$ cat config.mk
export PLATFORM = sky130hd
export DESIGN_NAME = instr_fetch_loader
export DESIGN_NICKNAME = d
export VERILOG_FILES = /design/src/rtl/instr_fetch_loader_pkg.sv /design/src/rtl/instr_fetch_loader_prog_ram.sv /design/src/rtl/instr_fetch_loader.sv
export SDC_FILE = /design/constraint.sdc
export NUM_CORES = 1
export LEC_CHECK = 0
export CORE_MARGIN = 8
export CORE_UTILIZATION = 25
export CTS_BUF_LIST = sky130_fd_sc_hd__clkbuf_4 sky130_fd_sc_hd__clkbuf_8 sky130_fd_sc_hd__clkbuf_16
export DETAILED_ROUTE_END_ITERATION = 12
export PLACE_DENSITY_LB_ADDON = 0.3
export SETUP_SLACK_MARGIN = 0.1
export SYNTH_ARGS = -nofsm -noshare
export SYNTH_HDL_FRONTEND = slang
export SYNTH_SLANG_ARGS = --single-unit
$ cat constraint.sdc
create_clock -name clk -period 3.5 [get_ports clk]
set_input_delay 0.35 -clock clk [delete_from_list [all_inputs] [get_ports clk]]
set_output_delay 0.35 -clock clk [all_outputs]
set_load 0.03 [all_outputs]
$ cat src/rtl/instr_fetch_loader_pkg.sv
`default_nettype none
// ============================================================================
// Module   : instr_fetch_loader_pkg
// Brief    : Opcodes, NOP word and state encodings shared by the fetch loader.
// Revision : 1.0 - initial release
// ============================================================================
package instr_fetch_loader_pkg;

  localparam int INSTR_W = 20;

  localparam logic [3:0] OP_NULL = 4'h0;
  localparam logic [3:0] OP_LOAD = 4'h1;
  localparam logic [3:0] OP_ADD  = 4'h2;
  localparam logic [3:0] OP_SUB  = 4'h3;
  localparam logic [3:0] OP_MOV  = 4'h4;

  localparam logic [INSTR_W-1:0] NOP_WORD = {OP_NULL, 16'h0000};

  typedef enum logic [1:0] {
    ST_IDLE = 2'd0,
    ST_LOAD = 2'd1,
    ST_RUN  = 2'd2,
    ST_HALT = 2'd3
  } state_t;

endpackage
`default_nettype wire

$ cat src/rtl/instr_fetch_loader_prog_ram.sv
`default_nettype none
// ============================================================================
// Module   : prog_ram
// Brief    : DEPTH x WIDTH program store, synchronous write, registered read.
// Revision : 1.0 - initial release
// ============================================================================
module prog_ram #(
  parameter int DEPTH  = 16,
  parameter int ADDR_W = 4,
  parameter int WIDTH  = 20
) (
  input  logic              clk,
  input  logic              we,
  input  logic [ADDR_W-1:0] waddr,
  input  logic [WIDTH-1:0]  wdata,
  input  logic              re,
  input  logic [ADDR_W-1:0] raddr,
  output logic [WIDTH-1:0]  rdata
);

  logic [WIDTH-1:0] r_mem [DEPTH];

  // No reset on the array or read register so this maps onto block RAM.
  always_ff @(posedge clk) begin
    if (we) begin
      r_mem[waddr] <= wdata;
    end
    if (re) begin
      rdata <= r_mem[raddr];
    end
  end

endmodule
`default_nettype wire

$ cat src/rtl/instr_fetch_loader.sv
`default_nettype none
// ============================================================================
// Module   : instr_fetch_loader
// Brief    : Loadable program RAM plus pc sequencer feeding the processor core.
// Revision : 1.0 - initial release
// ============================================================================
module instr_fetch_loader
  import instr_fetch_loader_pkg::*;
#(
  parameter int DEPTH  = 16,
  parameter int ADDR_W = 4
) (
  input  logic               clk,
  input  logic               reset,
  input  logic               load_req,
  input  logic               load_valid,
  input  logic [INSTR_W-1:0] load_data,
  input  logic               load_last,
  output logic               load_ready,
  input  logic               start,
  input  logic               hold,
  output logic [INSTR_W-1:0] instruction,
  output logic               instr_valid,
  output logic [ADDR_W-1:0]  pc,
  output logic [ADDR_W:0]    prog_len,
  output logic [1:0]         state_o,
  output logic               load_err
);

  localparam logic [ADDR_W:0] c_depth = (ADDR_W+1)'(DEPTH);

  state_t              r_state;
  state_t              w_state_nxt;
  logic [ADDR_W-1:0]   r_wr_ptr;
  logic [ADDR_W-1:0]   r_pc;
  logic [ADDR_W:0]     r_prog_len;
  logic                r_load_err;
  logic                r_instr_valid;
  logic [INSTR_W-1:0]  w_ram_rdata;
  logic [ADDR_W-1:0]   w_fetch_addr;
  logic                w_accept;
  logic                w_ptr_full;
  logic                w_last_shown;
  logic                w_enter_load;
  logic                w_enter_run;
  logic                w_fetch;
  logic                w_halt;

  assign load_ready   = (r_state == ST_LOAD);
  assign w_accept     = load_valid && load_ready;
  assign w_ptr_full   = (r_wr_ptr == ADDR_W'(DEPTH - 1));
  // The word on the output is the final one once pc reaches prog_len-1.
  assign w_last_shown = r_instr_valid && ({1'b0, r_pc} == (r_prog_len - (ADDR_W+1)'(1)));
  assign w_fetch_addr = r_instr_valid ? (r_pc + ADDR_W'(1)) : '0;

  always_ff @(posedge clk or negedge reset) begin
    if (!reset) begin
      r_state <= ST_IDLE;
    end else begin
      r_state <= w_state_nxt;
    end
  end

  always_comb begin
    w_state_nxt  = r_state;
    w_enter_load = 1'b0;
    w_enter_run  = 1'b0;
    w_fetch      = 1'b0;
    w_halt       = 1'b0;
    case (r_state)
      ST_IDLE, ST_HALT: begin
        if (load_req) begin
          w_state_nxt  = ST_LOAD;
          w_enter_load = 1'b1;
        end else if (start && (r_prog_len != '0)) begin
          w_state_nxt = ST_RUN;
          w_enter_run = 1'b1;
        end
      end
      ST_LOAD: begin
        if (w_accept && (load_last || w_ptr_full)) begin
          w_state_nxt = ST_IDLE;
        end
      end
      ST_RUN: begin
        if (!hold) begin
          if (w_last_shown) begin
            w_state_nxt = ST_HALT;
            w_halt      = 1'b1;
          end else begin
            w_fetch = 1'b1;
          end
        end
      end
      default: w_state_nxt = ST_IDLE;
    endcase
  end

  always_ff @(posedge clk or negedge reset) begin
    if (!reset) begin
      r_wr_ptr      <= '0;
      r_pc          <= '0;
      r_prog_len    <= '0;
      r_load_err    <= 1'b0;
      r_instr_valid <= 1'b0;
    end else begin
      if (w_enter_load) begin
        r_wr_ptr   <= '0;
        r_prog_len <= '0;
        r_load_err <= 1'b0;
      end
      if (w_accept) begin
        if (load_last) begin
          r_prog_len <= {1'b0, r_wr_ptr} + (ADDR_W+1)'(1);
        end else if (w_ptr_full) begin
          r_prog_len <= c_depth;
          r_load_err <= 1'b1;
        end else begin
          r_wr_ptr <= r_wr_ptr + ADDR_W'(1);
        end
      end
      if (w_enter_run) begin
        r_pc          <= '0;
        r_instr_valid <= 1'b0;
      end
      if (w_fetch) begin
        r_pc          <= w_fetch_addr;
        r_instr_valid <= 1'b1;
      end
      if (w_halt) begin
        r_instr_valid <= 1'b0;
      end
    end
  end

  prog_ram #(
    .DEPTH  (DEPTH),
    .ADDR_W (ADDR_W),
    .WIDTH  (INSTR_W)
  ) u_prog_ram (
    .clk   (clk),
    .we    (w_accept),
    .waddr (r_wr_ptr),
    .wdata (load_data),
    .re    (w_fetch),
    .raddr (w_fetch_addr),
    .rdata (w_ram_rdata)
  );

  // The RAM read register carries the word; the valid flag gates in NOP.
  assign instruction = r_instr_valid ? w_ram_rdata : NOP_WORD;
  assign instr_valid = r_instr_valid;
  assign pc          = r_pc;
  assign prog_len    = r_prog_len;
  assign state_o     = r_state;
  assign load_err    = r_load_err;

endmodule
`default_nettype wire

==> Slide: Implementation Results, run 1 <==
Key Metrics from the Run

Placed design
  • Placed wire-length estimate: 22.3 mm
  • Inst Count DP: 1824
  • Area after DPL: 16300 µm²
  • GP Congestion: approximately 0.75

Synth
  • Net count after synthesis: 1069
  • Seq/Total Area, Yosys: 72.8%
  • Top cells, area: edfxtp_1 70%, a211oi_1 5.0%, nand2_1 4.4%
  • Dominant synthesized flop cell: edfxtp_1
  • Cell Type Count: 51
  • Cell type with the largest total area: edfxtp_1
  • Mux frac, synth: 0.720%
  • Flip-flops with a built-in enable: 340
  • Fraction of registers with async set/reset: approximately 4.8%
  • Register bit total from synthesis: 357
  • Post-Synthesis Cells: 1034
  • Yosys adder share: 0.685%
  • Max-area cell share: approximately 70%
  • Mapped Area: 14600 µm²
  • YS warnings: 0
  • Largest logic family: AND-OR/OR-AND gates
  • Synth cell count leaders: 340 x edfxtp_1, 173 x nand2_1, 97 x a211oi_1
  • Yosys simple share: about 11%
  • XOR/XNOR Fraction of Synth Area: less than 1%
  • Synth top cell by count: edfxtp_1
  • Average size of a mapped cell: 14.1 µm²

Global routing
  • Gr ovfl total: 0
  • Grt met1 use: 14.7%
  • Busiest layer in global routing: met2
  • Vias in the first global route: 8642
  • First-pass GRT wire length: 55.3 mm
  • Largest net degree at the start of global routing: between 100 and 150
  • Met3 usage: 2.03%
  • Met2 GRT Util: 17.1%
  • GRT Overall Usage: 10.7%
  • Initial antenna violation count: 5

Final layout
  • Top Layout Cells: 340 x edfxtp_1, 173 x nand2_1, 97 x a211oi_1
  • Mi-comb count: 596
  • Non-clk bufs: 96
  • Layout Nets: 1133
  • Combinational share of cell area: 20.9%
  • Most used logic cell in the final layout: edfxtp_1
  • Clock buffers: 50
  • Non-CTS inverters: 10
  • Fillcell total: 5784
  • Antenna diodes: 1
  • Share of cells above drive strength 1: 11.3%
  • Layout clock area frac: 7.04%
  • Comb gate area: 3670 µm²
  • Syn-to-layout area delta: 20.2%
  • Dominant class by area: registers
  • FF/Latch Area: 10600 µm²
  • Core Util, Final: approximately 30%
  • Final instance area: 17600 µm²
  • Non-clock buffer share: 5.75%
  • Flop share of the area: 60.6%

Power
  • Switching Share: 34.0%
  • Largest vdd supply drop: 0.430 mV
  • LEAKAGE: 5.56 nW
  • Comb group: 4.55 mW
  • Cell Pwr Density: between 700 and 800 nW/µm²
  • Total power of the final layout: 13.7 mW
  • Seq pwr share: a little under two fifths
  • Comb pwr share: between 30% and 40%
  • Largest Pwr Group: sequential cells
  • Clock power frac: between 20 and 30%
  • P_int: 9.03 mW

Setup path
  • CP bufs+invs: 2
  • Crit path DAT: 2.46 ns
  • Slowest stage delay, CP: 0.70 ns
  • Worst-case reg-to-reg path depth: 7
  • Worst Path Required: 3.15 ns
  • Critical path fanouts, max: 19
  • Critical path depth: 3
  • Crit path max-delay cell type: clkdlybuf4s50_1
  • Worst path cell trace: buf_4 > and2_1 > clkdlybuf4s50_1
  • CP Launch Type: flop
  • Critical path class: reg -> out
  • Crit path max-delay family: buffers and inverters
  • Element type at the critical path end: output pin

STA
  • Slew Limit Fails: 0
  • Slew margin rel.: between 40% and 50%
  • Worst Clk Skew: 0.0242 ns
  • Final hold violation count: 0
  • Worst-Margin Slew: ~0.84 ns
  • Tmin final: 2.81 ns
  • RSZ-0062 raised after global routing: false
  • Setup TNS Final: 0 ns
  • Tcrit/Tclk final: 80.3%
  • Max frequency: between 0.3 and 0.4 GHz

Drt
  • WL/cell: 19.2 µm
  • Antenna-violating nets left: 0
  • Vias/cell: 4.60
  • Final wirelength: between 30 and 40 mm
  • M1 WL: about 17 mm
  • Iter 0 DRT Violations: 572
  • Met3 routed WL: between 1.5 and 2 mm
  • Pre-antenna DRT Iters: 5
  • Met2 WL post-DR: 16.9 mm
  • # DRC: 0

Hold path
  • HP Class: in -> async

Clocking
  • Clk ins delay skew pair: 0.53 ns
  • H-tree depth: 2
  • Clk sinks: roughly 360
  • Clock-pin slew on the worst setup and hold paths: 0.07 ns
  • CTS buffer count: 37
  • Clock Tree Root: clkbuf_16
  • CTS tree: done
  • Clk buf depth: 3
  • Resize count post-CTS: 0
  • Post-CTS Setup Bufs: 0

Floorplan
  • Die area: 66400 µm²
  • Fp util: 25.3%

Status
  • Status: finished clean

Flow run
  • Max Cap Violations: 0
  • Tool Warnings: 33
## run 1: through the flow
stage,worst slack [ns],hold slack [ns]
global route,0.550,0.351
global placement,0.825,0.468
floorplan,0.275,0.0544
detailed placement,0.760,0.487
finish,0.691,0.297
CTS,0.636,0.314
## run 1: flip-flops by register name, summed over array words and instances, names as in the netlist
signal            cells
state_o               2
instr_valid           1
u_prog_ram.r_mem    320
u_prog_ram.rdata     20
r_wr_ptr              4
load_err              1
prog_len              5
pc                    4
## run 1: worst paths after layout
path	startpoint	endpoint	slack [ns]
worst max-delay path	instr_valid	instruction[9]	0.69
worst min-delay path	reset	state_o[1]	0.30
worst max register to register	instr_valid	u_prog_ram.rdata[12]	0.83
worst min register to register	load_err	load_err	0.49
max in group asynchronous	reset	pc[0]	2.58
min in group clk	load_valid	r_wr_ptr[2]	0.47
==> run_1/port_nets.png <==
Drawn at 1 px/µm.
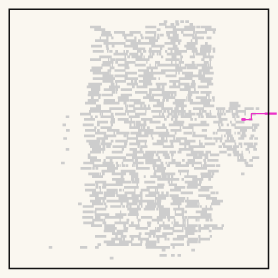
Magenta marks load_valid, bits 1, direction input, edge right, end cells 2, wire 35.3 µm.
I/O Pins: 61
# port buffers: 60

==> run_1/final_placement.png <==
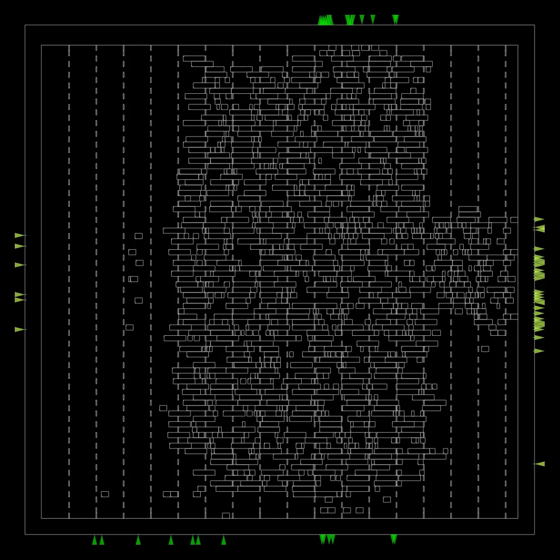
Rows: 88
Core Footprint: 57700 µm²
tap cells: 765
Post-Layout Cell Count: 1890

==> run_1/pins.png <==
Drawn at 2 px/µm. Pins as bars across the die edge, other pins in gray.
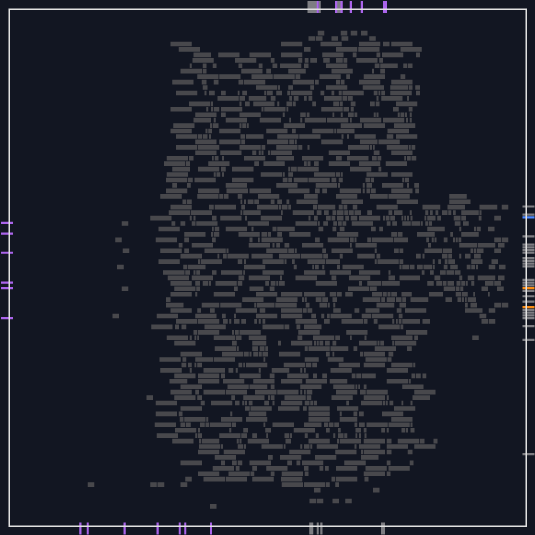
Orange marks state_o, pins 2, direction output, edge right. Blue marks load_valid, pins 1, direction input, edge right. Purple marks load_data, pins 20, direction input, edge 7 top, 7 bottom, 6 left.
All pins by edge: 27 right, 15 top, 13 bottom, 6 left.
Die Width: 258 µm
chip height: 258 µm

## Run 2: what changed since run 1
==> constraint.sdc (replaced) <==
create_clock -name clk -period 2.5 [get_ports clk]
set_input_delay 0.25 -clock clk [delete_from_list [all_inputs] [get_ports clk]]
set_output_delay 0.25 -clock clk [all_outputs]
set_load 0.03 [all_outputs]
==> run_2/pins.png <==
Drawn at 2 px/µm. Pins as bars across the die edge, other pins in gray.
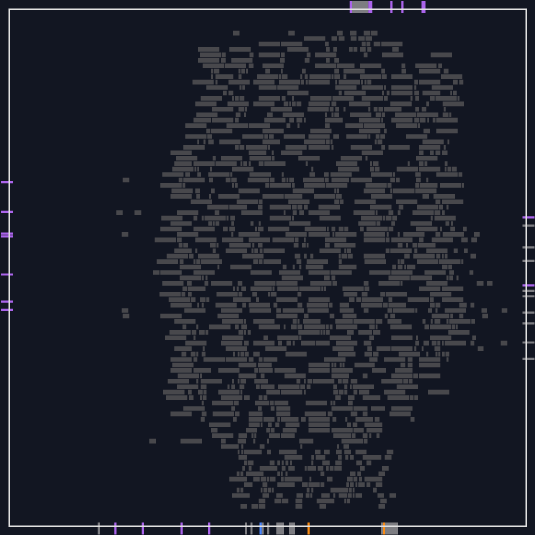
Orange marks state_o, pins 2, direction output, edge bottom. Blue marks load_valid, pins 1, direction input, edge bottom. Purple marks load_data, pins 20, direction input, edge 7 top, 7 left, 4 bottom, 2 right.
All pins by edge: 27 bottom, 16 top, 11 right, 7 left.

==> run_2/metal_stack.png <==
Drawn at 1 px/µm. Two of the layers only.
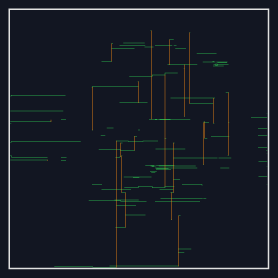
Orange marks met4, wire length 931 µm. Green marks met3, wire length 1780 µm.
final wirelength: 37.7 mm
WL/cell: 19.8 µm
Vias: 8689
GRT Overall Usage: 11.1%

==> run 2 against run 1 <==
Net effect:
- die area stayed put
- synthesized cell count stayed put
- cell count is 0.63% higher
- first-iteration DRC count is 4.5% lower
- sequential power is about 40% higher
- hold slack worse by 0.077 ns
- critical path depth is 5 higher
- register-to-register slack worse by 0.59 ns
- area after synthesis stayed put
- cell area is 1.3% higher
==> Slide: Implementation Results, run 2 <==
Key Metrics from the Run

Floorplan
  • Core Footprint: 57700 µm² (unchanged)
  • Fp util: 25.3% (unchanged)
  • Rows: 88 (unchanged)
  • Die area: 66400 µm² (unchanged)
  • Die Width: 258 µm (unchanged)
  • Chip height: 258 µm (unchanged)
  • I/O Pins: 61 (unchanged)

Power
  • Largest Pwr Group: sequential cells
  • Cell Pwr Density: 1050 nW/µm² (+35%)
  • Seq pwr share: 38.4% (+1.0 points)
  • Total power of the final layout: 18.7 mW (+37%)
  • LEAKAGE: 5.64 nW (+1.6%)
  • Largest vdd supply drop: 0.484 mV (+13%)
  • Switching Share: 33.5% (-0.44 points)
  • Comb group: 6.32 mW (+39%)
  • Comb pwr share: 33.8% (+0.5 points)
  • P_int: 12.4 mW (+38%)

Setup path
  • Slowest stage delay, CP: 0.49 ns (-0.21 ns)
  • CP bufs+invs: 2 (unchanged)
  • Crit path max-delay cell type: dfrtp_4
  • Critical path fanouts, max: 51 (+32)
  • Crit path DAT: 2.54 ns (+0.08 ns)
  • Element type at the critical path end: flop
  • Crit Reg-Reg Startpoint: pc[0]
  • RR Endpoint: u_prog_ram.rdata[19]
  • FF-to-FF setup slack: 0.24 ns (-0.59 ns)
  • CP Launch Type: flop
  • Setup crit end: u_prog_ram.rdata[19]
  • Critical path class: reg -> reg
  • Worst path cell trace: ha_1 > nand2_4 > buf_12 > a211oi_1 > a311oi_1 > a21oi_1 > a21oi_1 > buf_4
  • CP Launch Point: pc[0]
  • Worst-case reg-to-reg path depth: 8 (+1)
  • Worst Path Required: 2.78 ns (-0.37 ns)
  • Crit path max-delay family: AND-OR/OR-AND gates

Synth
  • Fraction of registers with async set/reset: 4.76% (unchanged)
  • Cell Type Count: 51 (unchanged)
  • Seq/Total Area, Yosys: 72.8% (unchanged)
  • Yosys adder share: 0.685% (unchanged)
  • XOR/XNOR Fraction of Synth Area: 0.420% (unchanged)
  • Largest logic family: AND-OR/OR-AND gates
  • Flip-flops with a built-in enable: 340 (unchanged)
  • Max-area cell share: 69.9% (unchanged)
  • Yosys simple share: 11.2% (unchanged)
  • Net count after synthesis: 1069 (unchanged)
  • YS warnings: 0 (unchanged)
  • Average size of a mapped cell: 14.1 µm² (unchanged)
  • Synth cell count leaders: 340 x edfxtp_1, 173 x nand2_1, 97 x a211oi_1
  • Synth top cell by count: edfxtp_1
  • Top cells, area: edfxtp_1 70%, a211oi_1 5.0%, nand2_1 4.4%
  • Register bit total from synthesis: 357 (unchanged)
  • Post-Synthesis Cells: 1034 (unchanged)
  • Cell type with the largest total area: edfxtp_1
  • Mux frac, synth: 0.720% (unchanged)
  • Dominant synthesized flop cell: edfxtp_1
  • Mapped Area: 14600 µm² (unchanged)

STA
  • Worst Clk Skew: 0.00961 ns (-0.0146 ns)
  • Tmin final: 2.26 ns
  • Slew margin rel.: 44.0% (-0.15 points)
  • RSZ-0062 raised after global routing: false
  • Max frequency: between 0.4 and 0.5 GHz
  • Final hold violation count: 0 (unchanged)
  • Worst hold margin: 0.220 ns (-0.0772 ns)
  • Setup ws final: 0.236 ns (-0.455 ns)
  • Slew Limit Fails: 0 (unchanged)
  • Tcrit/Tclk final: about 91%
  • Worst-Margin Slew: 0.838 ns (+0.00219 ns)
  • Setup TNS Final: 0 ns (unchanged)

Placed design
  • Area after DPL: 16600 µm² (+1.7%)
  • Pre-CTS setup slack: 0.189 ns (-0.571 ns)
  • Inst Count DP: 1830 (+0.33%)
  • # port buffers: 60 (unchanged)
  • GP Congestion: 0.735 (-2.4%)
  • Placed wire-length estimate: 20.8 mm (-6.3%)

Final layout
  • Share of cells above drive strength 1: 12.6% (+1.3 points)
  • Final instance area: 17800 µm² (+1.3%)
  • Post-Layout Cell Count: 1902 (+0.63%)
  • Number of flip-flops under the largest register name: 320 (unchanged)
  • Top Layout Cells: 340 x edfxtp_1, 173 x nand2_1, 96 x a211oi_1
  • Layout Nets: 1144 (+0.97%)
  • Syn-to-layout area delta: 21.7%
  • Most used logic cell in the final layout: edfxtp_1
  • Register with the most flip-flops: u_prog_ram.r_mem

Clocking
  • CTS buffer count: 35 (-5.4%)
  • Clk ins delay skew pair: 0.52 ns (about the same)
  • Resize count post-CTS: 14 (+14)
  • H-tree depth: 2 (unchanged)
  • Clock-pin slew on the worst setup and hold paths: 0.06 ns (about the same)
  • Clk sinks: 357 (unchanged)
  • Clock Tree Root: clkbuf_16
  • Post-CTS Hold Fix Bufs: 0
  • Clk buf depth: 3 (unchanged)
  • CTS tree: done

Status
  • Status: finished clean

Global routing
  • Grt met1 use: 14.1% (-0.64 points)
  • Initial antenna violation count: 9 (+4)
  • Largest net degree at the start of global routing: 53 (-55%)
  • Met3 usage: 2.13% (+0.098 points)
  • First-pass GRT wire length: 56.6 mm (+2.3%)
  • Met2 GRT Util: 19.0% (+1.9 points)
  • Busiest layer in global routing: met2
  • Vias in the first global route: 8746 (+1.2%)

Hold path
  • HP Class: in -> async

Drt
  • Met2 WL post-DR: 18.3 mm (+8.6%)
  • Antenna-violating nets left: 0 (unchanged)
  • Pre-antenna DRT Iters: 5 (unchanged)
  • Vias/cell: 4.57 (-0.72%)
  • Met3 routed WL: 1.78 mm (-0.73%)
  • Iter 0 DRT Violations: 546 (-4.5%)
  • # DRC: 0 (unchanged)
  • M1 WL: 16.6 mm (-2.2%)

Flow run
  • Tool Warnings: 31 (-6.1%)
  • Max Cap Violations: 0 (unchanged)
==> run_2/final_placement.png <==
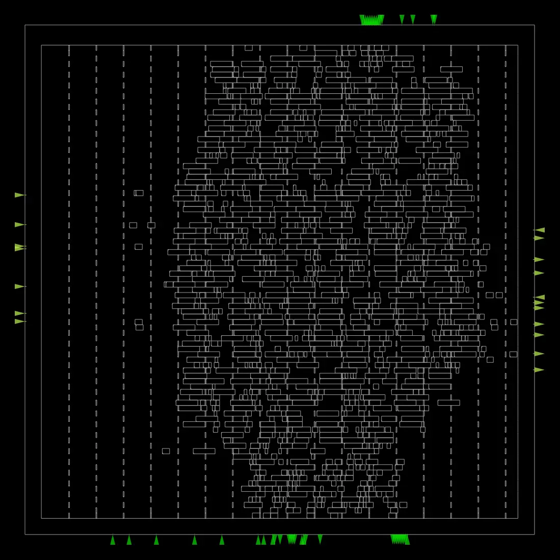
flop share of the area: 59.9%
fillcell total: 5772
Core Util, Final: 30.8%

## run 2: cell types whose count changed in the layout (fill, tap and decap cells not counted), sizes merged
| cell | before | now |
|---|---|---|
| buf | 36 | 49 |
| clkdlybuf4s50 | 60 | 47 |
| dlygate4sd2 | 0 | 13 |
| bufinv | 4 | 2 |
| diode | 1 | 3 |
| inv | 12 | 10 |
| clkbuf | 50 | 51 |
| clkinv | 8 | 7 |
| clkinvlp | 1 | 2 |
## run 2: layout make-up
class	count	area [µm²]
Clock buffer	51	1030
Sequential cell	357	10600
Multi-Input combinational cell	596	3700
Timing Repair Buffer	109	1290
Tap cell	765	957
Clock inverter	11	106
Fill cell	5772	39900
Inverter	10	37.5
Antenna cell	3	7.51
## Run 3: what changed since run 2
--- a/config.mk
+++ b/config.mk
@@ -8,6 +8,7 @@
 export CORE_MARGIN = 8
 export CORE_UTILIZATION = 25
 export CTS_BUF_LIST = sky130_fd_sc_hd__clkbuf_4 sky130_fd_sc_hd__clkbuf_8 sky130_fd_sc_hd__clkbuf_16
+export CTS_CLUSTER_DIAMETER = 120
 export DETAILED_ROUTE_END_ITERATION = 12
 export PLACE_DENSITY_LB_ADDON = 0.3
 export SETUP_SLACK_MARGIN = 0.1
==> constraint.sdc (replaced) <==
create_clock -name clk -period 1.9 [get_ports clk]
set_input_delay 0.19 -clock clk [delete_from_list [all_inputs] [get_ports clk]]
set_output_delay 0.19 -clock clk [all_outputs]
set_load 0.03 [all_outputs]
==> run_3/pins.png <==
Drawn at 2 px/µm. Pins as bars across the die edge, other pins in gray.
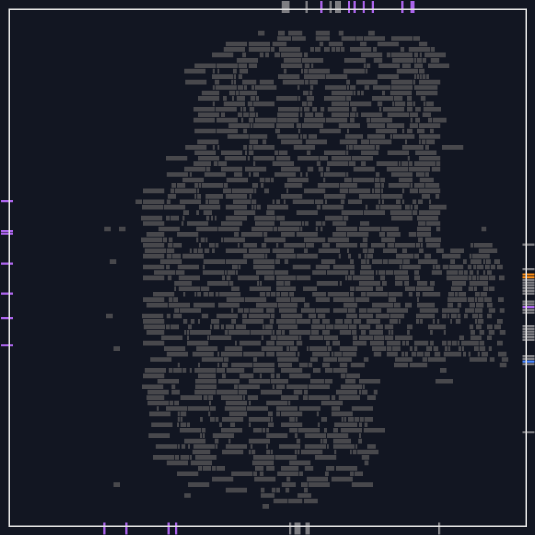
Purple marks load_data, pins 20, direction input, edge 8 top, 7 left, 4 bottom, 1 right. Orange marks state_o, pins 2, direction output, edge right. Blue marks load_valid, pins 1, direction input, edge right.
All pins by edge: 26 right, 17 top, 11 bottom, 7 left.

==> run_3/met2.png <==
Drawn at 2 px/µm.
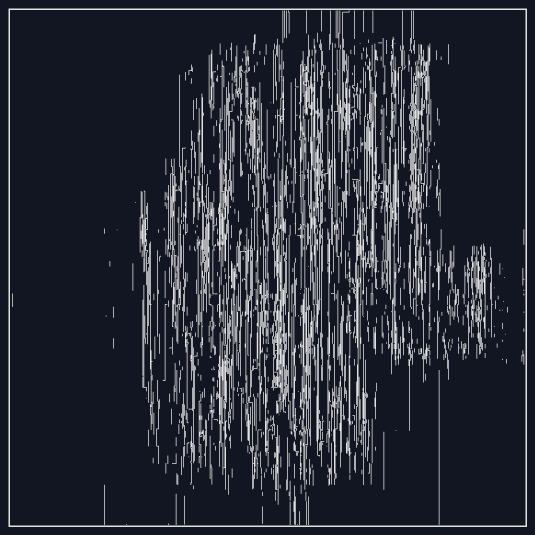
The wires run mostly vertical. 1021 nets have wire on it.
Vias: 9551
met2 GRT Util: 19.7%
final wirelength: 44.0 mm

==> run_3/final_placement.png <==
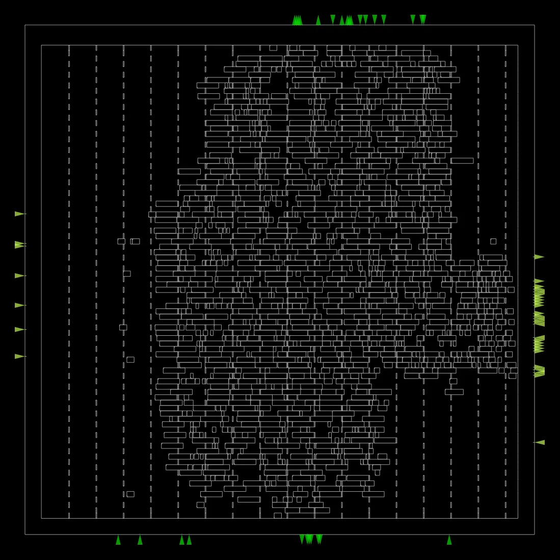
flop share of the area: 51.7%
Flops: 357
Core Util, Final: 35.7%

==> run 3 against run 2 <==
Net effect:
- the flow now finishes with violations (negative setup slack)
- cell area up 16%
- synthesized cell count did not move
- count of clock-buffer cells in the layout is 2 lower
- sequential power is 31% higher
- setup slack lost 0.43 ns
- non-clock buffer count grew 133
- power grew 56%
==> Slide: Implementation Results, run 3 <==
Key Metrics from the Run

Final layout
  • Final instance area: 20600 µm² (+16%)
  • Register with the most flip-flops: u_prog_ram.r_mem
  • Post-Layout Cell Count: 2039 (+7.2%)
  • Top Layout Cells: 340 x edfxtp_1, 169 x nand2_1, 79 x nor2b_1
  • Most used logic cell in the final layout: edfxtp_1
  • Number of flip-flops under the largest register name: 320 (unchanged)
  • Share of cells above drive strength 1: 32.1% (+19 points)
  • Layout Nets: 1281 (+12%)
  • Syn-to-layout area delta: 41.1%

Floorplan
  • Rows: 88 (unchanged)
  • Fp util: 25.3% (unchanged)
  • Chip height: 258 µm (unchanged)
  • Core Footprint: 57700 µm² (unchanged)
  • I/O Pins: 61 (unchanged)
  • Die area: 66400 µm² (unchanged)
  • Die Width: 258 µm (unchanged)

Clocking
  • Resize count post-CTS: 102 (+88)
  • Clock Tree Root: clkbuf_16
  • CTS tree: done
  • Post-CTS Hold Fix Bufs: 1 (+1)
  • Clock-pin slew on the worst setup and hold paths: 0.06 ns (about the same)
  • Clk ins delay skew pair: 0.53 ns (about the same)
  • H-tree depth: 2 (unchanged)
  • Post-CTS Setup Bufs: 30
  • CTS buffer count: 38 (+8.6%)
  • Clk sinks: 357 (unchanged)
  • Clk buf depth: 3 (unchanged)

Flow run
  • Max Cap Violations: 0 (unchanged)
  • Tool Warnings: 33 (+6.5%)

Synth
  • Register bit total from synthesis: 357 (unchanged)
  • Mux frac, synth: 0.720% (unchanged)
  • Fraction of registers with async set/reset: 4.76% (unchanged)
  • Net count after synthesis: 1069 (unchanged)
  • Largest logic family: AND-OR/OR-AND gates
  • AND-OR/OR-AND share of the synthesized area: about 12%
  • Post-Synthesis Cells: 1034 (unchanged)
  • Average size of a mapped cell: 14.1 µm² (unchanged)
  • Mapped Area: 14600 µm² (unchanged)
  • Synth cell count leaders: 340 x edfxtp_1, 173 x nand2_1, 97 x a211oi_1
  • Seq/Total Area, Yosys: 72.8% (unchanged)
  • Cell total in the yosys stat output: ~1000
  • Cell Type Count: 51 (unchanged)
  • Yosys adder share: 0.685% (unchanged)
  • Top cells, area: edfxtp_1 70%, a211oi_1 5.0%, nand2_1 4.4%
  • Dominant synthesized flop cell: edfxtp_1
  • Flip-flops with a built-in enable: 340 (unchanged)
  • Max-area cell share: 69.9% (unchanged)
  • XOR/XNOR Fraction of Synth Area: 0.420% (unchanged)
  • Yosys simple share: 11.2% (unchanged)
  • Cell type with the largest total area: edfxtp_1
  • Synth top cell by count: edfxtp_1
  • Yosys stat area: 14600 µm²
  • YS warnings: 0 (unchanged)

Setup path
  • CP Launch Type: flop
  • Slowest stage delay, CP: 0.43 ns (-0.06 ns)
  • Crit path max-delay family: buffers and inverters
  • Crit path DAT: 2.37 ns (-0.17 ns)
  • Critical path class: reg -> reg
  • Element type at the critical path end: flop
  • Critical path fanouts, max: 10 (-80%)
  • Critical Path Most Common Cell: buf_4
  • CP bufs+invs: 5 (+3)
  • Crit path max-delay cell type: dfrtp_4
  • Worst path cell trace: buf_4 > nand3_2 > mux2i_4 > buf_12 > buf_4 > buf_6 > buf_16 > a211oi_2 > a21oi_1
  • Worst Path Required: 2.18 ns (-0.60 ns)

STA
  • Setup ws final: -0.193 ns (-0.428 ns)
  • Setup-failing EPs final: 79
  • Tmin final: 2.09 ns (-0.172 ns)
  • Setup TNS Final: -4.59 ns (-4.59 ns)
  • Slew margin rel.: 61.6% (+18 points)
  • Worst Clk Skew: 0.0120 ns (+0.00238 ns)
  • Worst hold margin: 0.345 ns (+0.125 ns)
  • Slew Limit Fails: 0 (unchanged)
  • RSZ-0062 raised after global routing: true
  • Worst-Margin Slew: 0.574 ns (-0.264 ns)
  • Max frequency: 0.478 GHz (+8.2%)
  • Tcrit/Tclk final: 110% (+20 points)
  • Final hold violation count: 0 (unchanged)

Power
  • Largest Pwr Group: combinational cells
  • Comb pwr share: 43.7% (+9.9 points)
  • Total power of the final layout: 29.2 mW (+56%)
  • P_seq: roughly 9.4 mW
  • Sw power: between 9 and 10 mW
  • LEAKAGE: 6.86 nW (+22%)
  • Clock power frac: about 24%
  • Comb group: 12.7 mW (+100%)
  • Largest vdd supply drop: 0.831 mV (+72%)
  • Cell Pwr Density: 1420 nW/µm² (+34%)
  • Switching Share: 34.2% (+0.70 points)
  • Clk. pwr: about 7.0 mW
  • P_int: 19.2 mW (+54%)
  • Seq pwr share: 32.2% (-6.2 points)

Global routing
  • Largest net degree at the start of global routing: 44 (-17%)
  • Busiest layer in global routing: met2
  • Initial antenna violation count: 5 (-4)
  • Gr ovfl total: 0
  • GRT Overall Usage: 12.4% (+1.3 points)
  • Met3 usage: 2.53% (+0.40 points)
  • First-pass GRT wire length: 62.6 mm (+11%)
  • Vias in the first global route: 9445 (+8.0%)
  • Grt met1 use: 16.9% (+2.8 points)

Drt
  • Vias/cell: 4.68 (+2.5%)
  • Met2 WL post-DR: 20.5 mm (+12%)
  • Met3 routed WL: 2.33 mm (+31%)
  • WL/cell: 21.6 µm (+8.8%)
  • Pre-antenna DRT Iters: 4 (-1)
  • DR top layer: met5
  • Iter 0 DRT Violations: 674 (+23%)
  • Antenna-violating nets left: 0 (unchanged)
  • # DRC: 0 (unchanged)
  • M1 WL: 20.1 mm (+21%)

Hold path
  • HP Class: in -> reg

Placed design
  • Area after DPL: 18000 µm² (+8.3%)
  • Placed wire-length estimate: 24.1 mm (+16%)
  • Inst Count DP: 1908 (+4.3%)
  • # port buffers: 60 (unchanged)
  • Pre-CTS setup slack: -0.300 ns (-0.489 ns)
  • GP Congestion: 0.747 (+1.6%)

Status
  • Status: finished with violations
  • Failing checks: negative setup slack
==> run 3: cell counts after synthesis <==
Identical to the previous run, type by type.
==> run 3: cell type report <==
class,count,area (µm²)
repair buffers,242,3370
flip-flops and latches,357,10600
clock buffers,49,1090
well taps,765,957
clock inverters,17,81.3
multi-input cells,597,4410
diodes,2,5.00
inverters,10,41.3
fillers,5493,37100
==> run 3: worst paths after layout <==
check                                             to  slack [ns]  cells after the start       start
max in group asynchronous                      pc[0]        1.14                      3       reset
min in group asynchronous                   load_err        0.54                      3       reset
worst max register to register  u_prog_ram.rdata[12]       -0.19                      9       pc[0]
worst max-delay path            u_prog_ram.rdata[12]       -0.19                      9       pc[0]
worst min-delay path                     r_wr_ptr[2]        0.34                      3  load_valid
worst min register to register              load_err        0.49                      2    load_err
No activity file was given, so power comes from the tool's default toggle rates.
